<file path="src/rtl/csa_pkg.sv">
// Shared types, default widths and the majority helper for the carry-save
// stream accumulator slice.
package csa_pkg;

  localparam int WIDTH_DEF = 4;
  localparam int ACC_W_DEF = 12;
  localparam int CNT_W_DEF = 9;

  typedef enum logic [1:0] {
    ACCUM   = 2'd0,
    RESOLVE = 2'd1,
    DONE    = 2'd2
  } state_t;

  function automatic logic maj3(input logic a, input logic b, input logic c);
    return (a & b) | (a & c) | (b & c);
  endfunction

endpackage

</file>
<file path="src/rtl/csa_stream_accumulator_if.sv">
// Operand-in / result-out handshake bundle for the carry-save accumulator.
interface csa_stream_accumulator_if #(
  parameter int WIDTH = 4,
  parameter int ACC_W = 12,
  parameter int CNT_W = 9
);

  logic             in_valid;
  logic             in_ready;
  logic [WIDTH-1:0] in_data;
  logic             in_last;
  logic             out_valid;
  logic             out_ready;
  logic [ACC_W-1:0] out_data;
  logic [CNT_W-1:0] out_count;
  logic             out_ovf;

  modport master (
    output in_valid, in_data, in_last, out_ready,
    input  in_ready, out_valid, out_data, out_count, out_ovf
  );

  modport slave (
    input  in_valid, in_data, in_last, out_ready,
    output in_ready, out_valid, out_data, out_count, out_ovf
  );

endinterface

</file>
<file path="src/rtl/csa_row.sv">
// One row of full adders forming a W-bit 3:2 compressor; the carry vector is
// returned unweighted so the parent decides how to shift and drop the MSB.
module csa_row #(
  parameter int W = 12
) (
  input  logic [W-1:0] x,
  input  logic [W-1:0] y,
  input  logic [W-1:0] z,
  output logic [W-1:0] s,
  output logic [W-1:0] c_unshifted
);

  for (genvar i = 0; i < W; i++) begin : g_bit
    full_adder u_fa (
      .a    (x[i]),
      .b    (y[i]),
      .cin  (z[i]),
      .sum  (s[i]),
      .cout (c_unshifted[i])
    );
  end

endmodule

</file>
<file path="src/rtl/full_adder.sv">
// Single-bit full adder cell; carry is the majority of the three inputs.
module full_adder
  import csa_pkg::*;
(
  input  logic a,
  input  logic b,
  input  logic cin,
  output logic sum,
  output logic cout
);

  assign sum  = a ^ b ^ cin;
  assign cout = maj3(a, b, cin);

endmodule

</file>
<file path="src/rtl/csa_stream_accumulator.sv">
// Packet accumulator: carry-save sum per beat, iterative carry resolution after
// the last beat, then the binary total is held on a valid/ready output.
module csa_stream_accumulator
  import csa_pkg::*;
#(
  parameter int WIDTH = WIDTH_DEF,
  parameter int ACC_W = ACC_W_DEF,
  parameter int CNT_W = CNT_W_DEF
) (
  input  logic                     clk,
  input  logic                     rst_n,
  csa_stream_accumulator_if.slave  bus
);

  state_t           state;
  state_t           state_next;
  logic [ACC_W-1:0] sum_q;
  logic [ACC_W-1:0] carry_q;
  logic [CNT_W-1:0] count_q;
  logic             ovf_q;

  logic [ACC_W-1:0] row_x;
  logic [ACC_W-1:0] row_s;
  logic [ACC_W-1:0] row_c;
  logic             in_ready_int;
  logic             accept;
  logic             result_taken;
  logic             carry_zero;

  // A single compressor row serves both phases: with a zero third operand it
  // performs the S^C / S&C step of carry resolution.
  assign row_x        = (state == ACCUM) ? ACC_W'(bus.in_data) : '0;
  assign in_ready_int = (state == ACCUM);
  assign accept       = bus.in_valid && in_ready_int;
  assign result_taken = (state == DONE) && bus.out_ready;
  assign carry_zero   = (carry_q == '0);

  csa_row #(.W(ACC_W)) u_row (
    .x           (sum_q),
    .y           (carry_q),
    .z           (row_x),
    .s           (row_s),
    .c_unshifted (row_c)
  );

  always_ff @(posedge clk or negedge rst_n) begin
    if (!rst_n) begin
      state <= ACCUM;
    end else begin
      state <= state_next;
    end
  end

  always_comb begin
    state_next = state;
    case (state)
      ACCUM:   if (accept && bus.in_last) state_next = RESOLVE;
      RESOLVE: if (carry_zero)            state_next = DONE;
      DONE:    if (bus.out_ready)         state_next = ACCUM;
      default:                            state_next = ACCUM;
    endcase
  end

  // Every carry pushed past the MSB is exactly 2^ACC_W lost, so a sticky flag
  // on those drops tracks true overflow of the packet sum.
  always_ff @(posedge clk or negedge rst_n) begin
    if (!rst_n) begin
      sum_q   <= '0;
      carry_q <= '0;
      count_q <= '0;
      ovf_q   <= 1'b0;
    end else if (accept || ((state == RESOLVE) && !carry_zero)) begin
      sum_q   <= row_s;
      carry_q <= {row_c[ACC_W-2:0], 1'b0};
      if (row_c[ACC_W-1]) ovf_q <= 1'b1;
      if (accept && (count_q != '1)) count_q <= count_q + CNT_W'(1);
    end else if (result_taken) begin
      sum_q   <= '0;
      carry_q <= '0;
      count_q <= '0;
      ovf_q   <= 1'b0;
    end
  end

  always_comb begin
    bus.in_ready  = in_ready_int;
    bus.out_valid = 1'b0;
    bus.out_data  = '0;
    bus.out_count = '0;
    bus.out_ovf   = 1'b0;
    if (state == DONE) begin
      bus.out_valid = 1'b1;
      bus.out_data  = sum_q;
      bus.out_count = count_q;
      bus.out_ovf   = ovf_q;
    end
  end

endmodule

</file>
<file path="src/flat_wrapper.sv">
// flat-port wrapper written by rule: the top's interface ports become plain ports
module csa_stream_accumulator_flat import csa_pkg::*;
#(
  parameter int WIDTH = WIDTH_DEF,
  parameter int ACC_W = ACC_W_DEF,
  parameter int CNT_W = CNT_W_DEF
)
  (clk, rst_n, bus_in_valid, bus_in_data, bus_in_last, bus_out_ready, bus_in_ready, bus_out_valid, bus_out_data, bus_out_count, bus_out_ovf);
  csa_stream_accumulator_if #(.WIDTH(WIDTH), .ACC_W(ACC_W), .CNT_W(CNT_W)) bus_i ();
  input  logic clk;
  input  logic rst_n;
  input wire logic [$bits(bus_i.in_valid)-1:0] bus_in_valid;
  input wire logic [$bits(bus_i.in_data)-1:0] bus_in_data;
  input wire logic [$bits(bus_i.in_last)-1:0] bus_in_last;
  input wire logic [$bits(bus_i.out_ready)-1:0] bus_out_ready;
  output wire logic [$bits(bus_i.in_ready)-1:0] bus_in_ready;
  output wire logic [$bits(bus_i.out_valid)-1:0] bus_out_valid;
  output wire logic [$bits(bus_i.out_data)-1:0] bus_out_data;
  output wire logic [$bits(bus_i.out_count)-1:0] bus_out_count;
  output wire logic [$bits(bus_i.out_ovf)-1:0] bus_out_ovf;
  assign bus_i.in_valid = bus_in_valid;
  assign bus_i.in_data = bus_in_data;
  assign bus_i.in_last = bus_in_last;
  assign bus_i.out_ready = bus_out_ready;
  assign bus_in_ready = bus_i.in_ready;
  assign bus_out_valid = bus_i.out_valid;
  assign bus_out_data = bus_i.out_data;
  assign bus_out_count = bus_i.out_count;
  assign bus_out_ovf = bus_i.out_ovf;
  csa_stream_accumulator #(.WIDTH(WIDTH), .ACC_W(ACC_W), .CNT_W(CNT_W)) u_core (.clk(clk), .rst_n(rst_n), .bus(bus_i));
endmodule
</file>
<file path="config.mk">
export PLATFORM = sky130hd
export DESIGN_NAME = csa_stream_accumulator_flat
export DESIGN_NICKNAME = d
export VERILOG_FILES = /design/src/rtl/csa_pkg.sv /design/src/rtl/csa_stream_accumulator_if.sv /design/src/rtl/csa_row.sv /design/src/rtl/full_adder.sv /design/src/rtl/csa_stream_accumulator.sv /design/src/flat_wrapper.sv
export SDC_FILE = /design/constraint.sdc
export NUM_CORES = 1
export LEC_CHECK = 0
export ABC_AREA = 1
export CAP_MARGIN = 20
export CORE_ASPECT_RATIO = 0.8
export CORE_MARGIN = 3
export CORE_UTILIZATION = 30
export DETAILED_ROUTE_END_ITERATION = 10
export SYNTH_ARGS = -nofsm -noshare
export SYNTH_HDL_FRONTEND = slang
export SYNTH_SLANG_ARGS = --single-unit
</file>
<file path="constraint.sdc">
create_clock -name clk -period 2.2 [get_ports clk]
set_clock_uncertainty 0.2 [all_clocks]
set_input_delay 0.44 -clock clk [delete_from_list [all_inputs] [get_ports clk]]
set_output_delay 0.44 -clock clk [all_outputs]
set_load 0.005 [all_outputs]
</file>
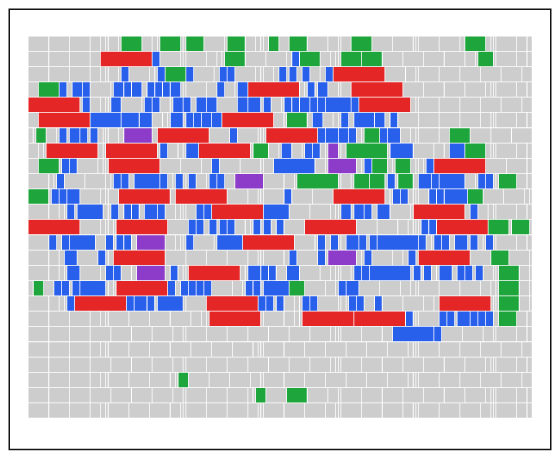
(run_1/placement_by_type.png)
Fill, decap, tap and diode cells in grey.
- clock drivers and dummy loads: purple (cells 7; share of their area 3.6%)
- combinational and other logic: blue (cells 208; share of their area 44%)
- remaining buffers and delay cells: green (cells 44; share of their area 17%)
- sequential cells: red (cells 35; share of their area 36%)

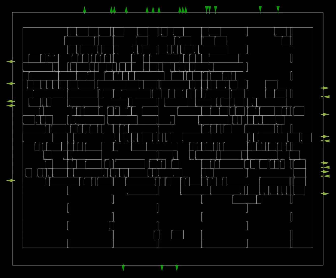
(run_1/placement.png)
flop share of the area: 34.8%
fin cells: 375
Core Area: 6100 sq um

==> out/qor.yml, run 1 <==
cp-end-kind: "primary output"
worst_pin_slew_ps: 457
synth.cell_area_sq_um: 1950
dieArea_sq_um: 7500
timing.fmax_mhz: 473
power_switching_mw: 1.27
routabilityCongestion: 0.746
sw_frac_of_total_pct: 42.2
antenna_found_initial: 0
globalRouteMet3Util_pct: 3.74
logic_family: "simple AND/OR/NAND/NOR gates"
drt_iter0_markers: 94
p_clk_share_pct: 15.9
worst_r2r_endpoint: "u_core.count_q[6]"
utilization_pct: 41.3
synth-compound-area-share_pct: 4.30
crit_start: "u_core.state[0]"
muxShareOfSynthArea_pct: 0
p_leak_nw: 1.35
async_reset_ff_share_pct: 100
rows: 25
final_layout_size_suffix_gt1_share_pct: 16.3
power_density_nw_per_um2: 1190
ys_cells: 249
lay_top_count: "nand2_1"
yosysSeqAreaShare_pct: 45.0
busiest_layer: "met2"
pwr-share-seq_pct: 32.8
holdCritPathClass: "reg2reg"
wl_met2_microns: 1660
top_cell_area_share_pct: 45.0
hp-start: "u_core.carry_q[2]"
status: "finished clean"
reg2regPathDepth: 12
grt_pass1_wl_microns: 7260
r2r-start: "u_core.count_q[0]"
cp.required_ps: 1560
vias: 1577
grt_max_degree: 36
final_antenna_net_count: 0
cts_buffer_depth: 2
routed_wl_microns: 4040
power_frac_comb_pct: 51.2
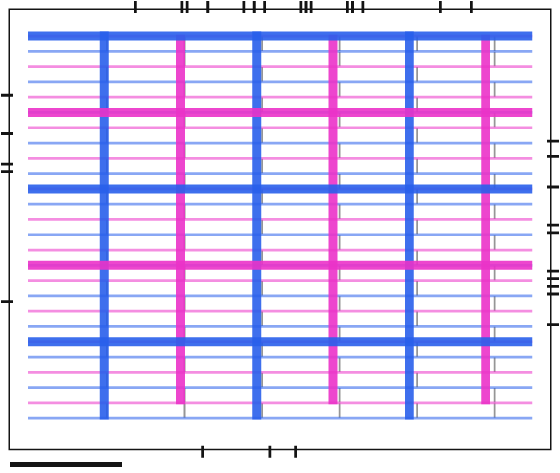
(run_1/power_grid.png)
The bar under the picture is 20 microns long. Pins as bars on the die edge. Tap cells in grey.
- VSS: blue
- VDD: magenta
- tap cells: 81
- met1 rails: 26
- met4 straps: 6
- met5 straps: 5
- rows: 25
die x size: 96.1 microns
VDD IR max: 528 uV
Chip Height: 78.1 microns

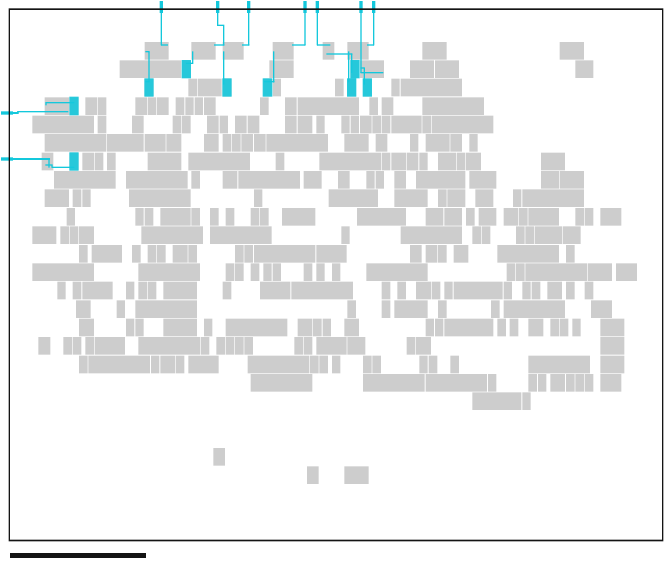
(run_1/io_fan.png)
The bar under the picture is 20 microns long.
- bus_out_count: cyan (direction output; end cells 9; wire 106 microns)
I/O pin cnt: 33
IO buf count: 32

## run 1: what timing repair did
item | in CTS | in global routing
resized | 22 | 27
endpoints found under the setup margin | 22 | 28
pin swaps | 1 | 1
setup buffers | 1 | 0
## run 1: per-stage QoR
step | total power, mW | worst slack [ps] | setup TNS [ps] | hold WS [ps] | instances
6_report | 3.00 | 84.5 | 0 | 281 | 375
5_1_grt | 3.30 | -7.19 | -19.1 | 305 | 375
4_1_cts | 3.00 | 27.2 | 0 | 279 | 375
3_5_place_dp | 2.53 | 132 | 0 | 260 | 367
3_3_place_gp | 2.52 | 145 | 0 | 256 | 367
2_1_floorplan | 2.00 | 345 | 0 | -55.6 | 249
## run 1: critical path, stage by stage (launching register included)
cell and delay, ps:
dfrtp_1 390, buf_4 160, nor2_4 130, clkdlybuf4s50_1 510
## run 1: cell type report
| cell class | count | area, sq um |
|---|---|---|
| clock inverters | 1 | 5.00 |
| flip-flops and latches | 35 | 876 |
| fillers | 632 | 3580 |
| repair buffers | 44 | 402 |
| well taps | 81 | 101 |
| multi-input cells | 169 | 905 |
| inverters | 39 | 146 |
| clock buffers | 6 | 82.6 |
## run 1: registers in the layout, summed over array words and instances, names as in the netlist
register        cells
u_core.carry_q     11
u_core.state        2
u_core.ovf_q        1
u_core.count_q      9
u_core.sum_q       12
## run 1: power groups by stage
stage / sequential (mW) / combinational (mW) / clock, mW
floorplan: 0.971 / 1.03 / 0
global placement: 0.986 / 1.54 / 0
detailed placement: 0.992 / 1.54 / 0
CTS: 0.982 / 1.53 / 0.491
global route: 1.01 / 1.76 / 0.524
finish: 0.984 / 1.54 / 0.478
## run 1: logic make-up after synthesis
kind of cell             after synthesis
buffers and inverters                 45
adder cells (fa/ha/maj)               14
AND/OR/NAND/NOR                      138
flip-flops                            35
XOR/XNOR                               1
AND-OR/OR-AND                         16
==> run_1/metal_density.png <==
19 x 16 tiles, from dark blue (low) to red (high), scaled to the fullest tile. Values are wire area over tile area, all layers added.
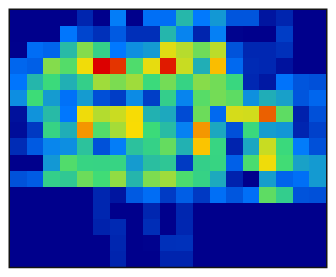

## Run 2: what changed since run 1
- CORE_MARGIN: 3 -> not set
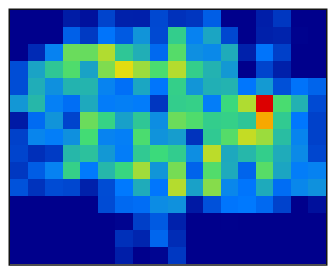
(run_2/metal_density.png)
18 x 15 tiles, from dark blue (low) to red (high), scaled to the fullest tile. Values are wire area over tile area, all layers added.
- emptiest ninth of the die: lower left
- fullest tile: 0.41
- mean over tiles: 0.095
average wire per standard cell: 10.8 microns
final WL: 4150 microns
GRT Overall Usage: 13.2%

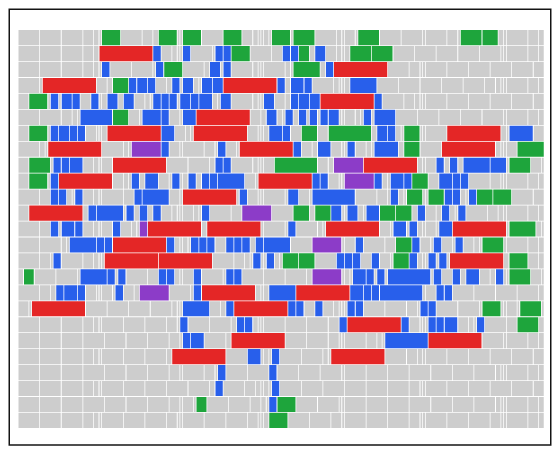
(run_2/placement_by_type.png)
Fill, decap, tap and diode cells in grey.
- remaining buffers and delay cells: green (cells 52; share of their area 19%)
- combinational and other logic: blue (cells 208; share of their area 42%)
- sequential cells: red (cells 35; share of their area 35%)
- clock drivers and dummy loads: purple (cells 8; share of their area 4.0%)

==> run 2 against run 1 <==
Effect of this change: routed wire length grew 2.7%; combinational power up 7%; non-clock buffer count grew 8; die size shrank 9.1%; critical path type unchanged; cell count increased by 2.4%; largest cell class unchanged; register-to-register slack worse by 30 ps; worst setup slack worse by 4.8 ps; global-route usage rose by 0.85 points; sequential cell count did not move.
==> out/qor.yml, run 2 <==
clock_area_share_pct: 3.85
nClkBuffers: 8
p_comb_mw: 1.65
die_height_microns: 74.1
largestClassByArea: "multi-input combinational cells"
inv_count: 39
cts_buffer_depth: 2
reg_top3: "u_core.sum_q x12, u_core.carry_q x11, u_core.count_q x9"
cp-end-kind: "primary output"
synth.cell_area_sq_um: 1950
comb_cells: 169
globalRouteMet3Util_pct: 3.17
lay_top_count: "nand2_1"
crit_start: "u_core.state[0]"
buf_share_pct: 18.0
place_inst: 367
holdCritPathClass: "reg2reg"
synth-compound-area-share_pct: 4.30
final_layout_size_suffix_gt1_share_pct: 18.5
core_sq_um: 6100
worst_pin_slew_ps: 468
seq_cell_count: 35
flop_area_sq_um: 876
power_frac_comb_pct: 52.4
routabilityCongestion: 0.805
worst_r2r_endpoint: "u_core.count_q[6]"
power_switching_mw: 1.30
hp-start: "u_core.sum_q[2]"
largest_register: "u_core.sum_q"
pwr-share-seq_pct: 31.3
buffers: 52
timing.fmax_mhz: 472
grt_max_degree: 36
numPortBuffers: 32
power_leader: "combinational cells"
dieArea_sq_um: 6820
busiest_layer: "met2"
fill_cells: 644
logic_area_sq_um: 907
sh_seq_area_pct: 33.7
status: "finished clean"
yosysSeqAreaShare_pct: 45.0
ys_cells: 249
p_seq_mw: 0.986
rows: 25
num_tap_cells: 81
antenna_found_initial: 0
reg2regPathDepth: 12
final_antenna_net_count: 0
drt_iter0_markers: 38
peakVddDrop_uv: 414
p_clk_share_pct: 16.3
sh_comb_area_pct: 34.9
ioPinCount: 33
cp.required_ps: 1560
-- run 2: netlist changes by cell type in the layout (fill, tap and decap cells not counted) --
cell             previous run  this run
dlygate4sd2_1               7        15
dlymetal6s2s_1              0         3
buf_4                      10        18
nor2_1                     30        29
clkdlybuf4s50_1            10         9
clkbuf_2                    5         3
inv_2                       3         4
clkbuf_1                    0         1
inv_1                      36        35
clkbuf_8                    6         7
nor2_2                      4         5
clkdlybuf4s15_1            10         2
clkinv_2                    1         0
-- run 2: repair_timing --
action / in CTS / in global routing
setup endpoints to repair: 22 / 28
buffers inserted: 5 / 4
hold endpoints to repair: 0 / 0
resized: 22 / 18
pin swaps: 1 / 1
-- run 2: per-stage QoR --
| stage | instance area (sq um) | util (%) | setup WS (ps) | power (mW) |
|---|---|---|---|---|
| after floorplan | 1950 | - | 345 | 2.00 |
| after global placement | 2430 | 39.9 | 84.7 | 2.53 |
| after detailed placement | 2430 | 39.9 | 78.6 | 2.56 |
| after CTS | 2550 | 41.8 | 3.86 | 3.13 |
| after global routing | 2600 | 42.6 | 1.26 | 3.43 |
| final | 2600 | 42.6 | 79.7 | 3.15 |
-- run 2: critical path: stages (launching register included) --
cell           delay (ps)
dfrtp_1               390
nor2_2                140
inv_2                  80
buf_4                 140
buf_12                130
nor2_1                 80
dlygate4sd2_1         230
-- run 2: worst max-delay path by stage --
stage | end | slack [ps]
floorplan | u_core.count_q[4] | 350
global placement | bus_out_data[6] | 80
detailed placement | bus_out_data[6] | 80
CTS | bus_in_ready | 4
global route | bus_out_count[3] | 1
finish | bus_out_count[3] | 80
-- run 2: cells by family after synthesis --
kind of cell / after synthesis
XOR/XNOR: 1
AND-OR/OR-AND: 16
buffers and inverters: 45
AND/OR/NAND/NOR: 138
flip-flops: 35
adder cells (fa/ha/maj): 14
Power is estimated from default activity; no workload was simulated.
